[src/rtl/riscv_pipe_pkg.sv]
// Shared types and constants for the pipelined RISC-V core.
package riscv_pipe_pkg;

  localparam int unsigned REG_ADDR_W = 5;

  // ID/EX stage sequencing: normal flow, or the one cycle after a load-use bubble.
  typedef enum logic [0:0] {
    RUN,
    LU_STALL
  } id_ex_state_t;

  // Control bits carried from ID into EX.
  typedef struct packed {
    logic alusrc;
    logic regwrite;
    logic memread;
    logic memwrite;
    logic memtoreg;
    logic branch;
    logic jump;
  } ex_ctrl_t;

  // A bubble must not write registers or memory, or redirect the PC.
  localparam ex_ctrl_t EX_CTRL_BUBBLE = '0;

endpackage

[src/rtl/hazard_detect.sv]
// Combinational load-use hazard detector: a load in EX whose destination is read by the
// instruction in ID. A store's data operand is excluded because it is forwarded later.
module hazard_detect
  import riscv_pipe_pkg::*;
(
  input  logic                  valid_ex_i,
  input  logic                  memread_ex_i,
  input  logic [REG_ADDR_W-1:0] rd_ex_i,
  input  logic                  valid_id_i,
  input  logic [REG_ADDR_W-1:0] rs1_id_i,
  input  logic [REG_ADDR_W-1:0] rs2_id_i,
  input  logic                  memwrite_id_i,
  output logic                  hz_o
);

  logic rs1_match;
  logic rs2_match;

  // Source matches against the load destination; x0 never carries a dependency.
  always_comb begin
    rs1_match = (rs1_id_i == rd_ex_i);
    rs2_match = (rs2_id_i == rd_ex_i) & ~memwrite_id_i;
    hz_o      = valid_ex_i & memread_ex_i & (rd_ex_i != '0) & valid_id_i &
                (rs1_match | rs2_match);
  end

endmodule

[src/rtl/id_ex_stage.sv]
// ID/EX pipeline register with load-use bubble insertion, branch flush handling and
// saturating stall/flush event counters.
module id_ex_stage
  import riscv_pipe_pkg::*;
#(
  parameter int unsigned XLEN  = 32,
  parameter int unsigned CNT_W = 16
) (
  input  logic             CLK,
  input  logic             RST_N,
  input  logic             VALID_ID,
  input  logic [XLEN-1:0]  PC_ID,
  input  logic [4:0]       RS1_ID,
  input  logic [4:0]       RS2_ID,
  input  logic [4:0]       RD_ID,
  input  logic [XLEN-1:0]  RD1_ID,
  input  logic [XLEN-1:0]  RD2_ID,
  input  logic [XLEN-1:0]  IMM_ID,
  input  logic [3:0]       ALUCTRL_ID,
  input  logic             ALUSRC_ID,
  input  logic             REGWRITE_ID,
  input  logic             MEMREAD_ID,
  input  logic             MEMWRITE_ID,
  input  logic             MEMTOREG_ID,
  input  logic             BRANCH_ID,
  input  logic             JUMP_ID,
  input  logic             PCSRC_EX,
  input  logic             EXT_STALL,
  output logic [XLEN-1:0]  PC_EX,
  output logic [XLEN-1:0]  RD1_EX,
  output logic [XLEN-1:0]  RD2_EX,
  output logic [XLEN-1:0]  IMM_EX,
  output logic [4:0]       RS1_EX,
  output logic [4:0]       RS2_EX,
  output logic [4:0]       RD_EX,
  output logic [3:0]       ALUCTRL_EX,
  output logic             ALUSRC_EX,
  output logic             REGWRITE_EX,
  output logic             MEMREAD_EX,
  output logic             MEMWRITE_EX,
  output logic             MEMTOREG_EX,
  output logic             BRANCH_EX,
  output logic             JUMP_EX,
  output logic             VALID_EX,
  output logic             STALL,
  output logic             FLUSH_IFID,
  output logic [CNT_W-1:0] STALL_CNT,
  output logic [CNT_W-1:0] FLUSH_CNT
);

  id_ex_state_t    state_q, state_d;
  logic            valid_q, valid_d;
  logic [XLEN-1:0] pc_q, pc_d;
  logic [XLEN-1:0] rd1_q, rd1_d;
  logic [XLEN-1:0] rd2_q, rd2_d;
  logic [XLEN-1:0] imm_q, imm_d;
  logic [4:0]      rs1_q, rs1_d;
  logic [4:0]      rs2_q, rs2_d;
  logic [4:0]      rd_q, rd_d;
  logic [3:0]      aluctrl_q, aluctrl_d;
  ex_ctrl_t        ctrl_q, ctrl_d;
  ex_ctrl_t        ctrl_id;
  logic [CNT_W-1:0] stall_cnt_q, stall_cnt_d;
  logic [CNT_W-1:0] flush_cnt_q, flush_cnt_d;

  logic hz;
  logic lu_hz;

  hazard_detect u_hazard_detect (
    .valid_ex_i    (valid_q),
    .memread_ex_i  (ctrl_q.memread),
    .rd_ex_i       (rd_q),
    .valid_id_i    (VALID_ID),
    .rs1_id_i      (RS1_ID),
    .rs2_id_i      (RS2_ID),
    .memwrite_id_i (MEMWRITE_ID),
    .hz_o          (hz)
  );

  // Pack ID control and derive the combinational stall/flush requests.
  always_comb begin
    ctrl_id.alusrc   = ALUSRC_ID;
    ctrl_id.regwrite = REGWRITE_ID;
    ctrl_id.memread  = MEMREAD_ID;
    ctrl_id.memwrite = MEMWRITE_ID;
    ctrl_id.memtoreg = MEMTOREG_ID;
    ctrl_id.branch   = BRANCH_ID;
    ctrl_id.jump     = JUMP_ID;
    // The cycle after a bubble the hazard is masked: EX holds the bubble.
    lu_hz      = hz & (state_q == RUN);
    STALL      = RST_N & lu_hz & ~PCSRC_EX & ~EXT_STALL;
    FLUSH_IFID = PCSRC_EX & ~EXT_STALL;
  end

  // Next-state: flush beats load-use bubble, which beats a normal ID capture.
  always_comb begin
    state_d     = RUN;
    valid_d     = 1'b0;
    pc_d        = '0;
    rd1_d       = '0;
    rd2_d       = '0;
    imm_d       = '0;
    rs1_d       = '0;
    rs2_d       = '0;
    rd_d        = '0;
    aluctrl_d   = '0;
    ctrl_d      = EX_CTRL_BUBBLE;
    stall_cnt_d = stall_cnt_q;
    flush_cnt_d = flush_cnt_q;
    if (PCSRC_EX) begin
      flush_cnt_d = flush_cnt_q + {{(CNT_W-1){1'b0}}, ~&flush_cnt_q};
    end else if (lu_hz) begin
      state_d     = LU_STALL;
      stall_cnt_d = stall_cnt_q + {{(CNT_W-1){1'b0}}, ~&stall_cnt_q};
    end else begin
      valid_d   = VALID_ID;
      pc_d      = PC_ID;
      rd1_d     = RD1_ID;
      rd2_d     = RD2_ID;
      imm_d     = IMM_ID;
      rs1_d     = RS1_ID;
      rs2_d     = RS2_ID;
      rd_d      = RD_ID;
      aluctrl_d = ALUCTRL_ID;
      ctrl_d    = ctrl_id;
    end
  end

  // Stage registers: synchronous reset, frozen entirely while EXT_STALL is high.
  always_ff @(posedge CLK) begin
    if (!RST_N) begin
      state_q     <= RUN;
      valid_q     <= 1'b0;
      pc_q        <= '0;
      rd1_q       <= '0;
      rd2_q       <= '0;
      imm_q       <= '0;
      rs1_q       <= '0;
      rs2_q       <= '0;
      rd_q        <= '0;
      aluctrl_q   <= '0;
      ctrl_q      <= EX_CTRL_BUBBLE;
      stall_cnt_q <= '0;
      flush_cnt_q <= '0;
    end else if (!EXT_STALL) begin
      state_q     <= state_d;
      valid_q     <= valid_d;
      pc_q        <= pc_d;
      rd1_q       <= rd1_d;
      rd2_q       <= rd2_d;
      imm_q       <= imm_d;
      rs1_q       <= rs1_d;
      rs2_q       <= rs2_d;
      rd_q        <= rd_d;
      aluctrl_q   <= aluctrl_d;
      ctrl_q      <= ctrl_d;
      stall_cnt_q <= stall_cnt_d;
      flush_cnt_q <= flush_cnt_d;
    end
  end

  // Drive registered outputs.
  always_comb begin
    VALID_EX    = valid_q;
    PC_EX       = pc_q;
    RD1_EX      = rd1_q;
    RD2_EX      = rd2_q;
    IMM_EX      = imm_q;
    RS1_EX      = rs1_q;
    RS2_EX      = rs2_q;
    RD_EX       = rd_q;
    ALUCTRL_EX  = aluctrl_q;
    ALUSRC_EX   = ctrl_q.alusrc;
    REGWRITE_EX = ctrl_q.regwrite;
    MEMREAD_EX  = ctrl_q.memread;
    MEMWRITE_EX = ctrl_q.memwrite;
    MEMTOREG_EX = ctrl_q.memtoreg;
    BRANCH_EX   = ctrl_q.branch;
    JUMP_EX     = ctrl_q.jump;
    STALL_CNT   = stall_cnt_q;
    FLUSH_CNT   = flush_cnt_q;
  end

endmodule

[config.mk]
export PLATFORM = sky130hd
export DESIGN_NAME = id_ex_stage
export DESIGN_NICKNAME = d
export VERILOG_FILES = /design/src/rtl/riscv_pipe_pkg.sv /design/src/rtl/hazard_detect.sv /design/src/rtl/id_ex_stage.sv
export SDC_FILE = /design/constraint.sdc
export NUM_CORES = 1
export LEC_CHECK = 0
export CORE_AREA = 2 2 136 138
export CTS_BUF_LIST = sky130_fd_sc_hd__clkbuf_4 sky130_fd_sc_hd__clkbuf_8 sky130_fd_sc_hd__clkbuf_16
export DETAILED_ROUTE_END_ITERATION = 8
export DIE_AREA = 0 0 138 140
export GPL_TIMING_DRIVEN = 1
export PLACE_DENSITY = 0.83
export SETUP_SLACK_MARGIN = 0.5
export SLEW_MARGIN = 25
export SYNTH_ARGS = -nofsm -noshare
export SYNTH_HDL_FRONTEND = slang
export SYNTH_SLANG_ARGS = --single-unit
[constraint.sdc]
create_clock -name CLK -period 2.83 [get_ports CLK]
set_clock_uncertainty 0.1 [all_clocks]
set_input_delay 0.7075 -clock CLK [delete_from_list [all_inputs] [get_ports CLK]]
set_output_delay 0.7075 -clock CLK [all_outputs]
set_load 0.1 [all_outputs]
Fig. 1: close-up of the layout
Region (49, 78) to (89, 118) um. Cells in grey, sequential cells in the stronger grey; small squares are vias.
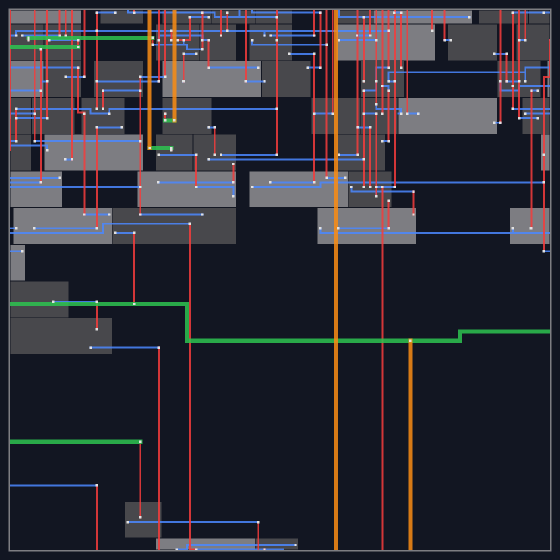
| layer | colour |
|---|---|
| met3 | green |
| met2 | red |
| met1 | blue |
| met4 | orange |
sequential cells in the window: 9
cells with their middle in the window: 37
netlist names of flops here include: RD1_EX (4), IMM_EX (3), RD2_EX (2)
most frequent: dfxtp_1 (9), buf_4 (9), a22o_1 (8)

==> flow_summary.yaml <==
# physical design summary
run_status:
  status: "finished, final reports clean"
run:
  cap_violations: 0
synth:
  ys.flop_type: "dfxtp_1"
  netlist_instances: 553
  synth_flops: 188
  ys_sh_adder_pct: 0.780
  async_flop_share_pct: 0
  top_cells_by_area: "dfxtp_1, a22o_1, xnor2_1"
  ys_sh_aoi_pct: 25.3
  yosys_cells: 553
  synth_cell_types: 32
  synth_area_mm2: 0.00642
power:
  power.density_mw_per_mm2: 579
  p_seq_share_pct: 43.0
  power.leakage_nw: 4.74
  switching_share_pct: 32.2
  p_switching_mw: 2.08
floorplan:
  dieArea_mm2: 0.0193
  io_pins: 348
  die_h_um: 140
  fp.dieW_um: 138
finish:
  inverters: 3
  layout_top_cells: "buf_4, a22o_1, dfxtp_1"
  final_nets: 1097
  comb_area_share_pct: 23.2
  clock_area_share_pct: 5.28
drt:
  wl_um: 22900
  route.met2.wl_um: 11700
  wl_met3_um: 1420
  ant_nets: 0
  wl_per_cell_um: 19.5
critical_path:
  cp_top_family: "simple AND/OR/NAND/NOR gates"
  r2r_end: "RD1_EX[12]"
  reg2regPathDepth: 9
  endpoint: "STALL"
  cp_slowest_cell: "o32ai_4"
  path_max_fanout: 2
  cp-end-kind: "primary output"
global_route:
  grt_pass1_wl_um: 32400
  antenna_found_initial: 0
  grt_max_degree: 90
hold_path:
  holdPathStages: 1
clock_tree:
  clockRootBuffer: "clkbuf_16"
  cts_sinks: 188
  htree_levels: 4
timing:
  fmax_mhz: 357
placed_design:
  io_buffers: 347
Fig. 2: track usage over the die
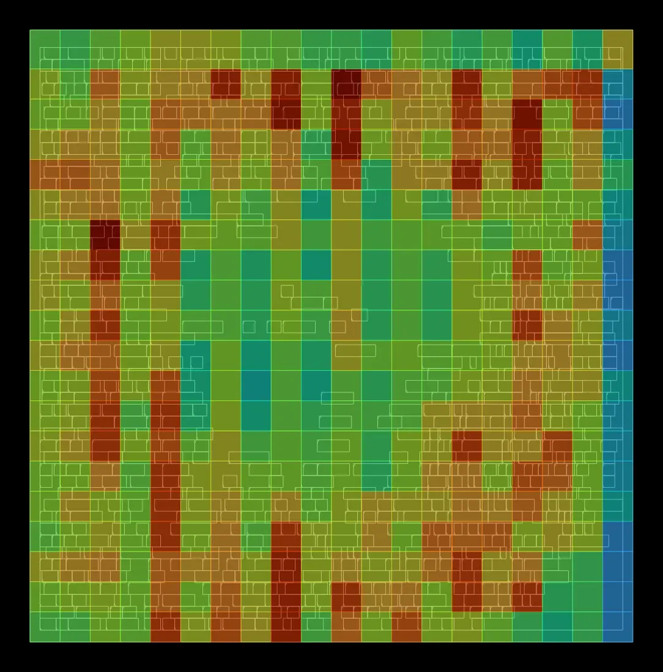
met1 Use GR: 25.9%
Most Crowded Layer GR: met2
GR Layer Usage met3: 5.98%
Final Util: 62.7%
Total GRT Usage: 20.9%

==> registers in the layout, indices dropped and copies added, names as in the netlist, 4 cells and up <==
register    cells
IMM_EX         32
STALL_CNT      16
RD1_EX         32
ALUCTRL_EX      4
RD2_EX         32
FLUSH_CNT      16
RS1_EX          5
RS2_EX          5
RD_EX           5
PC_EX          32
==> metrics by stage <==
step,hold WS [ns],utilization [%],setup slack [ns],cells
final,0.376,62.7,0.0324,1176
after CTS,0.380,59.8,0.0100,1143
after detailed placement,0.356,55.6,-0.459,1102
after global placement,0.357,55.6,-0.443,1102
after floorplan,0.339,-,0.0266,553
after global routing,0.391,62.7,-0.0348,1176
==> routing by layer <==
metal  track usage, %  vias up
li1                 -     2891
met1             25.9     2937
met2             35.2      239
met3             5.98       38
met4             6.77        0
met5                0        -
Power and IR drop assume default switching activity.
